Design onehot_timing_gen, sky130hd; sources not shown.
Figure 1. Layout detail.
Window x 28 to 48, y 28 to 48 µm. Cells in gray, sequential cells in the stronger gray; small squares are vias.
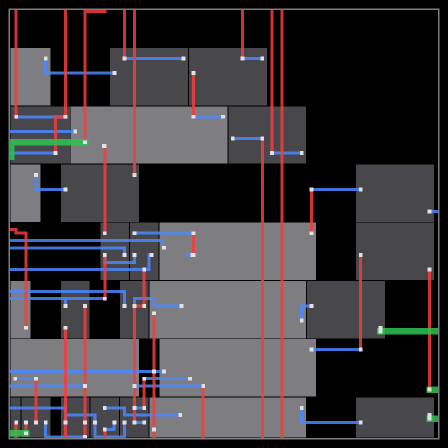
color	layer
green	metal 3
blue	metal 1
red	metal 2
most frequent	clkdlybuf4s50_1 (9), nor2_1 (8), dfxtp_1 (6)
sequential cells in the window	6
cells with their middle in the window	23

Figure 2. Clock wiring as the flow saved it.
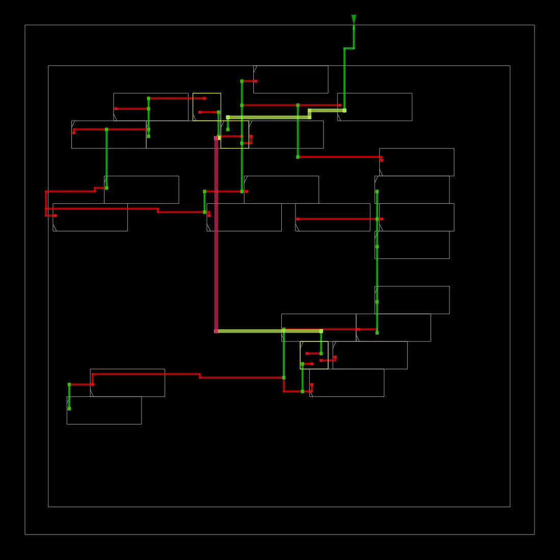
clk sink count: 22
clock distribution power: 186 µW
number of clock buffer instances in the layout: 3

Figure 3. Signal wires on met2.
(8 px per µm) Cells faint in the background.
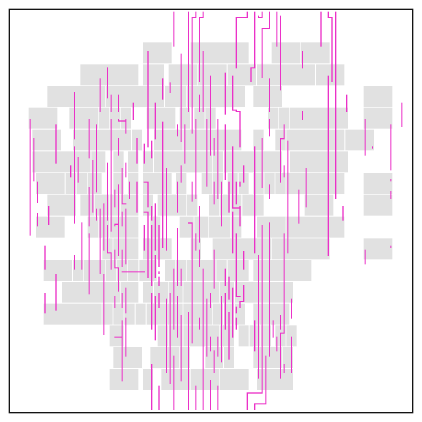
nets with wire on the layer	141
longest straight run	23.3 µm
detailed-route via count: 814
GRT met2 Usage: 31.1%
DRT Wirelength: 1.93 mm

Figure 4. Wires at chosen ports, followed through buffers.
(8 px per µm)
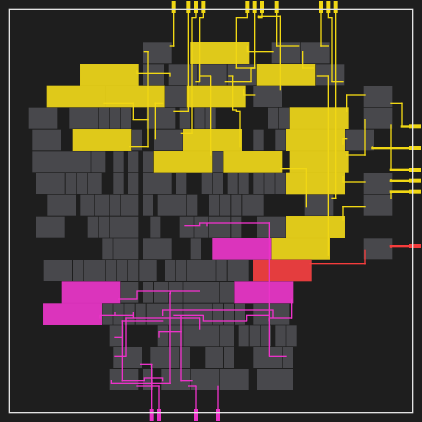
color	port	direction	edge	end cells	wire
red	wrap	output	right	1	11.0 µm
magenta	idx	output	bottom	4	169 µm
yellow	onehot	output	11 top, 5 right	16	267 µm
IO Port Bufs: 34
IO Count: 35

==> notes.md <==
State of the implementation.

- The run finished with clean final reports.
- In this run, post-CTS hold repair placed 0 buffers.
- Setup repair after global routing left no endpoint under its margin.
- Dividing the final minimum period by the clock period gives between 90 and 100%.
- The initial antenna violation count is 0.
- The class of the tightest hold or removal check is reg -> reg, for reference.
- The synthesized-area fraction occupied by ao, oa, aoi and oai cells is approximately 4.4%, for reference.
- Per the final layout report, the fraction of cells sized above drive strength 1 comes to 9.21%.
- The cell at the root of the clock tree is sky130_fd_sc_hd__clkbuf_4, for reference.
- Summing every instance area after synthesis gives ~880 µm².
- The worst setup path is captured at an output port.
- The number of flip-flops and latches in the synthesized netlist is 22, for reference.
- The total power is 765 µW, for reference.
- The worst-path maximum fanout is 6, for reference.
- The register clock-pin slew on the reported worst setup and hold paths is 0.11 ns, for reference.
- Measured against the total synthesized area, the mux share comes to 0%.
- Global routing used between 10% and 20% of the available tracks.
- The worst-case reg-to-reg setup slack stands at ~0.38 ns.
- The worst voltage drop across the vdd grid is between 0.4 and 0.5 mV, for reference.
- The total number of nets in the final design is approximately 170, for reference.
- The commonest non-fill, non-tap cell in the layout is sky130_fd_sc_hd__clkdlybuf4s50_1, for reference.
- Per the summary, power density relative to cell area is between 500 and 600 nW/µm².
- Per report_power, the top consumer among the power groups is sequential cells.
- In the layout the commonest cells are sky130_fd_sc_hd__clkdlybuf4s50_1 (34), sky130_fd_sc_hd__nor2_1 (26), sky130_fd_sc_hd__nand2_1 (23).
- The number of stages on the worst hold path is 2, for reference.
- The maximum cell stage delay along the critical path is about 0.84 ns, for reference.
- The cell-mix breakdown from Yosys lists the simple-gate area share as roughly a third.
- Relative to the synthesized area, the layout overhead comes to 47.8%.
- Combinational logic burns 19.2% of the power.
- After layout, the minimum clock period comes to 2.01 ns.
- The core region is between 1500 and 2000 µm².
- The final report gives the standard cell area, fillers excluded, as 1300 µm².
- The required time of the critical path is ~1.7 ns, for reference.
- Per the STA report, the cell with the highest stage delay on the worst path is sky130_fd_sc_hd__clkdlybuf4s50_1.
- Per the OpenROAD power report, switching power amounts to between 200 and 250 µW.
- The register with the most flip-flops in the layout has 16 of them.
- The first global-routing pass estimated ~3.4 mm of wire.
- The reported combinational group power is approximately 150 µW, for reference.
- Synthesis produced 112 cells.
- Note, the detailed placer reported a final HPWL of between 1.5 and 2 mm.
- The portion of total power attributed to the clock network is between 20 and 25%, for reference.
- The routability congestion estimate from global placement is 0.861, for reference.
- The cell-mix breakdown from Yosys lists the adder-cell area share as roughly 7.1%.
- Once iteration 0 of detailed routing completed, the report listed 18 DRC markers.
- The largest combinational cell category by area is simple AND/OR/NAND/NOR gates, for reference.
- The number of cells on the worst reg-to-reg path is 9, for reference.
- The proportion of power drawn by flip-flops and latches is between 50% and 60%, for reference.
- The distinct cell type count of the synthesized netlist is 14, for reference.
- The number of antenna diodes is 0, for reference.
- The final timing report lists a hold violation count of 0.
- Cell internal power was estimated by the tool at about 550 µW.
- The worst setup path is launched from a flip-flop.
- The placement row count is 16, for reference.
- The die outline area is around 2500 µm², for reference.
- TritonCTS built the clock tree.
- The flow reports power dissipated in sequential cells as roughly 430 µW.
- In this run the cell area measured after placement is between 1000 and 1500 µm².
- The highest clock frequency the design can meet is about 0.5 GHz, for reference.
- The worst relative slew slack is 65.9%, for reference.
- The total tool warning count is 26, for reference.
- The stat command in Yosys gives a chip area of ~880 µm².
- Of the synthesized area, sequential elements account for roughly half.
- The fraction of power spent switching nets is approximately 28%, for reference.
- The count of yosys warnings during synthesis is 0, for reference.
- The final count of pins violating max slew is 0, for reference.
[what timing repair did]
item / 4_1_cts / 5_1_grt
resized: 0 / 1
hold endpoints to repair: 0 / 0
setup endpoints to repair: 0 / 3
setup buffers: 0 / 0
[stage by stage]
stage               setup WS (ns)  cells  TNS [ns]  util (%)
detailed placement         -0.125    176     -1.47      64.3
floorplan                   0.232    112         0         -
CTS                        0.0705    179         0      65.4
global placement          -0.0978    176    -0.927      64.3
finish                     0.0889    179         0      65.4
global route              0.00995    179         0      65.4
[layer usage]
| layer | vias up | GRT usage, % | routed length, µm |
|---|---|---|---|
| met5 | - | 0 | 0 |
| met4 | 0 | 8.33 | 19 |
| met3 | 2 | 3.87 | 83 |
| met2 | 22 | 31.1 | 982 |
| met1 | 358 | 21.3 | 849 |
| li1 | 432 | - | - |
[cells in the mapped netlist]
cell	number	area, µm²
sky130_fd_sc_hd__nand2_2	1	6.26
sky130_fd_sc_hd__ha_1	5	62.6
sky130_fd_sc_hd__a21oi_1	4	20.0
sky130_fd_sc_hd__o21ai_0	2	10.0
sky130_fd_sc_hd__a21oi_2	1	8.76
sky130_fd_sc_hd__nor2_1	26	97.6
sky130_fd_sc_hd__nand3_2	4	40.0
sky130_fd_sc_hd__dfxtp_1	22	440
sky130_fd_sc_hd__inv_1	15	56.3
sky130_fd_sc_hd__nand2_1	23	86.3
sky130_fd_sc_hd__nand4_1	1	6.26
sky130_fd_sc_hd__nand3_1	6	30.0
sky130_fd_sc_hd__nor2_2	1	6.26
sky130_fd_sc_hd__nor4_1	1	6.26
[cell type report]
| type | count | area (µm²) |
|---|---|---|
| well taps | 27 | 33.8 |
| repair buffers | 37 | 363 |
| multi-input cells | 75 | 380 |
| inverters | 15 | 56.3 |
| fillers | 147 | 686 |
| clock buffers | 3 | 22.5 |
| flip-flops and latches | 22 | 440 |
Power and IR drop assume default switching activity.
